Fig. 1: cell density map
(1 px per µm) The die is cut into 22 by 22 equal tiles; white is low, dark blue is high, 0 to 100% covered.
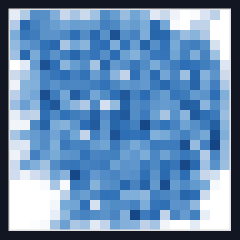
Fig. 2: congestion heat map
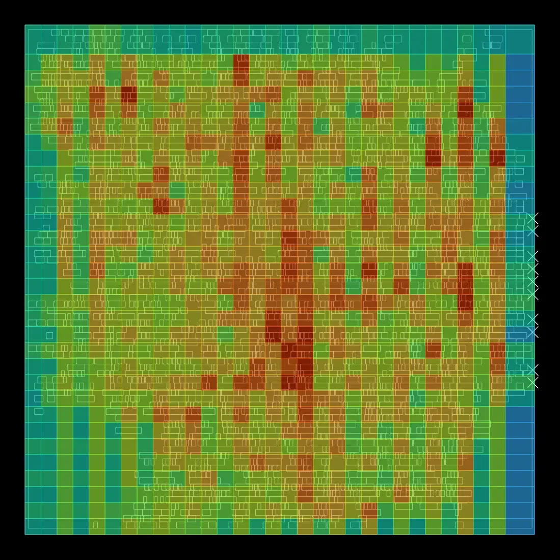
Fig. 3: floorplan with the power grid
(2 px per µm) Pins as bars on the die edge.
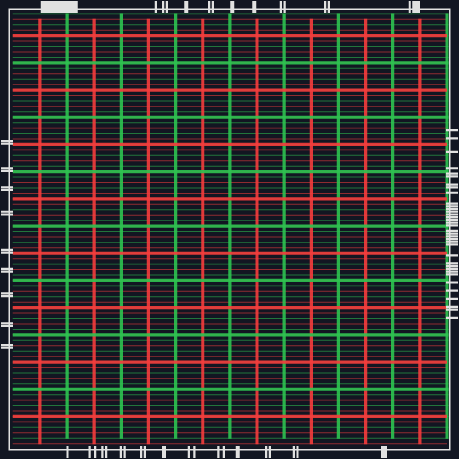
Fig. 4: M4 wires
(1.5 px per µm)
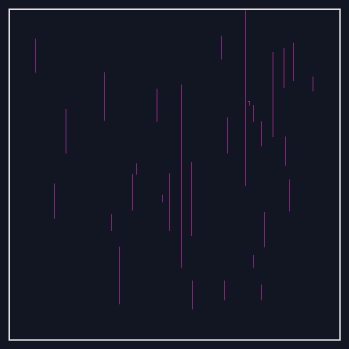
Fig. 5: clock distribution
(2 px per µm)
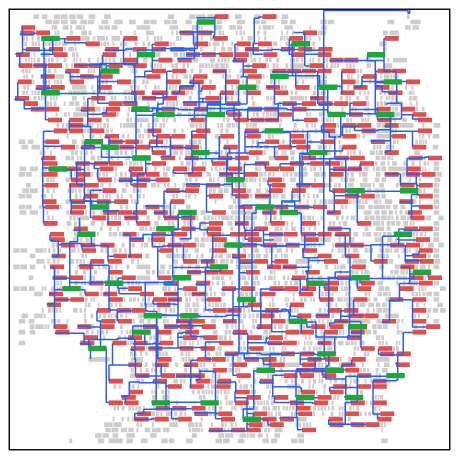
`src/rtl/ks_addsub_pipe.sv`:
```
// Pipelined Kogge-Stone adder/subtractor with optional signed saturation and C/V/Z/N flags.
// Valid/ready on both sides; a single global stall freezes every stage in place.
module ks_addsub_pipe #(
  parameter int unsigned WIDTH     = 32,
  parameter int unsigned REG_EVERY = 1,
  parameter int unsigned TAG_W     = 4
) (
  input  logic             clk,
  input  logic             rst,
  input  logic             in_valid,
  output logic             in_ready,
  input  logic [WIDTH-1:0] in_a,
  input  logic [WIDTH-1:0] in_b,
  input  logic [1:0]       in_op,
  input  logic             in_cin,
  input  logic             in_sat,
  input  logic [TAG_W-1:0] in_tag,
  output logic             out_valid,
  input  logic             out_ready,
  output logic [WIDTH-1:0] out_sum,
  output logic             out_c,
  output logic             out_v,
  output logic             out_z,
  output logic             out_n,
  output logic [TAG_W-1:0] out_tag
);
  localparam int unsigned LEVELS = $clog2(WIDTH);
  // Side info travelling with each op: {tag, sat, a_msb, g_msb, p}
  localparam int unsigned SIDE_W = TAG_W + 3 + WIDTH;

  logic             r_out_valid;
  logic [WIDTH-1:0] r_out_sum;
  logic             r_out_c, r_out_v, r_out_z, r_out_n;
  logic [TAG_W-1:0] r_out_tag;

  logic w_stall, w_en;
  assign w_stall  = r_out_valid & ~out_ready;
  assign w_en     = ~w_stall;
  assign in_ready = w_en;

  // Stage 0: operand conditioning and bitwise generate/propagate
  logic             w_sub, w_c0;
  logic [WIDTH-1:0] w_bp, w_p0, w_g0;
  assign w_sub = in_op[0];
  assign w_c0  = in_op[1] ? (in_cin ^ w_sub) : w_sub;
  assign w_bp  = in_b ^ {WIDTH{w_sub}};
  assign w_p0  = in_a ^ w_bp;
  assign w_g0  = in_a & w_bp;

  // Entry 0 of the prefix vector is c0 (G=c0, P=0); entry i is bit i-1, so that
  // after the prefix tree entry i holds the carry into bit i.
  logic              r_s0_valid;
  logic [WIDTH-1:0]  r_s0_g, r_s0_p;
  logic [SIDE_W-1:0] r_s0_side;

  always_ff @(posedge clk) begin
    if (rst) begin
      r_s0_valid <= 1'b0;
      r_s0_g     <= '0;
      r_s0_p     <= '0;
      r_s0_side  <= '0;
    end else if (w_en) begin
      r_s0_valid <= in_valid;
      if (in_valid) begin
        r_s0_g    <= {w_g0[WIDTH-2:0], w_c0};
        r_s0_p    <= {w_p0[WIDTH-2:0], 1'b0};
        r_s0_side <= {in_tag, in_sat, in_a[WIDTH-1], w_g0[WIDTH-1], w_p0};
      end
    end
  end

  for (genvar k = 0; k < LEVELS; k++) begin : g_lvl
    localparam int Span   = 1 << k;
    localparam bit RegHere = ((k + 1) % REG_EVERY == 0) || (k == LEVELS - 1);

    logic [WIDTH-1:0]  w_g_in, w_p_in, w_g_nx, w_g_out;
    logic [SIDE_W-1:0] w_side_in, w_side_out;
    logic              w_valid_in, w_valid_out;

    if (k == 0) begin : g_src
      assign w_g_in     = r_s0_g;
      assign w_p_in     = r_s0_p;
      assign w_side_in  = r_s0_side;
      assign w_valid_in = r_s0_valid;
    end else begin : g_src
      assign w_g_in     = g_lvl[k-1].w_g_out;
      assign w_p_in     = g_lvl[k-1].g_pn.w_p_out;
      assign w_side_in  = g_lvl[k-1].w_side_out;
      assign w_valid_in = g_lvl[k-1].w_valid_out;
    end

    for (genvar i = 0; i < WIDTH; i++) begin : g_gbit
      if (i >= Span) begin : g_op
        assign w_g_nx[i] = w_g_in[i] | (w_p_in[i] & w_g_in[i-Span]);
      end else begin : g_pass
        assign w_g_nx[i] = w_g_in[i];
      end
    end

    // Group propagate is only consumed by the following level.
    if (k + 1 < LEVELS) begin : g_pn
      logic [WIDTH-1:0] w_p_nx, w_p_out;
      for (genvar i = 0; i < WIDTH; i++) begin : g_pbit
        if (i >= Span) begin : g_op
          assign w_p_nx[i] = w_p_in[i] & w_p_in[i-Span];
        end else begin : g_pass
          assign w_p_nx[i] = w_p_in[i];
        end
      end
      if (RegHere) begin : g_reg
        logic [WIDTH-1:0] r_p;
        always_ff @(posedge clk) begin
          if (rst)       r_p <= '0;
          else if (w_en) r_p <= w_p_nx;
        end
        assign w_p_out = r_p;
      end else begin : g_comb
        assign w_p_out = w_p_nx;
      end
    end

    if (RegHere) begin : g_reg
      logic [WIDTH-1:0]  r_g;
      logic [SIDE_W-1:0] r_side;
      logic              r_valid;
      always_ff @(posedge clk) begin
        if (rst) begin
          r_g     <= '0;
          r_side  <= '0;
          r_valid <= 1'b0;
        end else if (w_en) begin
          r_g     <= w_g_nx;
          r_side  <= w_side_in;
          r_valid <= w_valid_in;
        end
      end
      assign w_g_out     = r_g;
      assign w_side_out  = r_side;
      assign w_valid_out = r_valid;
    end else begin : g_comb
      assign w_g_out     = w_g_nx;
      assign w_side_out  = w_side_in;
      assign w_valid_out = w_valid_in;
    end
  end

  // Final stage: sum, flags, saturation
  logic [WIDTH-1:0] w_carry, w_pf, w_sum_raw, w_sum;
  logic [TAG_W-1:0] w_tag;
  logic             w_sat, w_a_msb, w_g_msb, w_c, w_v, w_valid_f;

  assign w_carry   = g_lvl[LEVELS-1].w_g_out;
  assign w_valid_f = g_lvl[LEVELS-1].w_valid_out;
  assign {w_tag, w_sat, w_a_msb, w_g_msb, w_pf} = g_lvl[LEVELS-1].w_side_out;

  assign w_sum_raw = w_pf ^ w_carry;
  assign w_c       = w_g_msb | (w_pf[WIDTH-1] & w_carry[WIDTH-1]);
  // Operand signs agree when the MSB propagate bit is 0.
  assign w_v       = ~w_pf[WIDTH-1] & (w_sum_raw[WIDTH-1] ^ w_a_msb);

  always_comb begin
    w_sum = w_sum_raw;
    if (w_sat && w_v) begin
      w_sum = w_a_msb ? {1'b1, {(WIDTH-1){1'b0}}} : {1'b0, {(WIDTH-1){1'b1}}};
    end
  end

  always_ff @(posedge clk) begin
    if (rst) begin
      r_out_valid <= 1'b0;
      r_out_sum   <= '0;
      r_out_c     <= 1'b0;
      r_out_v     <= 1'b0;
      r_out_z     <= 1'b0;
      r_out_n     <= 1'b0;
      r_out_tag   <= '0;
    end else if (w_en) begin
      r_out_valid <= w_valid_f;
      r_out_sum   <= w_sum;
      r_out_c     <= w_c;
      r_out_v     <= w_v;
      r_out_z     <= (w_sum == '0);
      r_out_n     <= w_sum[WIDTH-1];
      r_out_tag   <= w_tag;
    end
  end

  assign out_valid = r_out_valid;
  assign out_sum   = r_out_sum;
  assign out_c     = r_out_c;
  assign out_v     = r_out_v;
  assign out_z     = r_out_z;
  assign out_n     = r_out_n;
  assign out_tag   = r_out_tag;

endmodule

```
`config.mk`:
```
export PLATFORM = sky130hd
export DESIGN_NAME = ks_addsub_pipe
export DESIGN_NICKNAME = d
export VERILOG_FILES = /design/src/rtl/ks_addsub_pipe.sv
export SDC_FILE = /design/constraint.sdc
export NUM_CORES = 1
export LEC_CHECK = 0
export CORE_UTILIZATION = 45
export DETAILED_ROUTE_END_ITERATION = 8
export PLACE_DENSITY = 0.63
export REMOVE_ABC_BUFFERS = 1
export SLEW_MARGIN = 20
export SYNTH_ARGS = -nofsm -noshare
export SYNTH_HDL_FRONTEND = slang
export SYNTH_SLANG_ARGS = --single-unit
```
`constraint.sdc`:
```
create_clock -name clk -period 1.8 [get_ports clk]
set_input_delay 0.27 -clock clk [delete_from_list [all_inputs] [get_ports clk]]
set_output_delay 0.27 -clock clk [all_outputs]
set_load 0.02 [all_outputs]
```
==> flow_summary.yaml <==
# physical design summary
run_status:
  status: "complete, but fails checks"
  violations: "DRC"
logic_synthesis:
  synth_cells: 2611
  syn_area_um2: 21300
  synth_warnings: 0
  common_cells: "nand2_1, dfxtp_1, a21oi_1"
  synth.distinct_cells: 33
  edf_count: 0
  yosys.area.top_type: "dfxtp_1"
layout:
  logic_gates: 1839
  num-clock-buffers: 87
  drive_gt1_share_pct: 7.27
  seq_share_pct: 45.1
  comb_area_um2: 9130
sta:
  period_used_pct: 97.1
  drv_slew: 0
  setup_violations: 0
cts:
  post_cts_buffers: 1
hold_path:
  worstHoldPathType: "in -> reg"
drt:
  drc: 20
  first_pass_iters: 7
setup_path:
  startpoint: "g_lvl[4].g_reg.r_side[18]"
  cp_num_buf_inv: 0
About Fig. 1:
The mean over all tiles is 51%. The emptiest ninth of the die: lower left. 12% of the tiles are over 75% full.

About Fig. 2:
Final Util: 54.3%
met3 usage: 3.19%
met1 Track Usage GR: 30.1%
GR Util met2: 33.1%

About Fig. 3:
Key: VSS = red; VDD = green
16 straps on met4. 15 straps on met5.

About Fig. 4:
The layer holds 1.7% of the routed length. The longest straight run is 122 µm.

About Fig. 5:
Key: flip-flops = red [count 570]; clock wires = blue [length 6620 µm]; cells driving clock nets = green [count 57]
Position of the flops: all over the die. There are 58 routed clock nets.

[power groups by stage]
stage | sequential, mW | combinational, mW | clock (mW)
finish | 13.1 | 1.10 | 11.6
CTS | 13.1 | 1.11 | 11.8
detailed placement | 13.4 | 1.11 | 0
global placement | 13.4 | 1.09 | 0
global route | 13.2 | 1.25 | 12.3
floorplan | 13.3 | 0.512 | 0
[state kept, by name (all words and copies together) (netlist names)]
signal and flops:
g_lvl.w_g_in 32, g_lvl.w_side_in 39, g_lvl.g_reg.r_g 160, out_v 1, out_sum 32, g_lvl.g_pn.g_reg.r_p 98, out_c 1, out_tag 4
g_lvl.g_reg.r_side 195, out_z 1, out_valid 1, g_lvl.w_valid_in 1, g_lvl.g_reg.r_valid 5
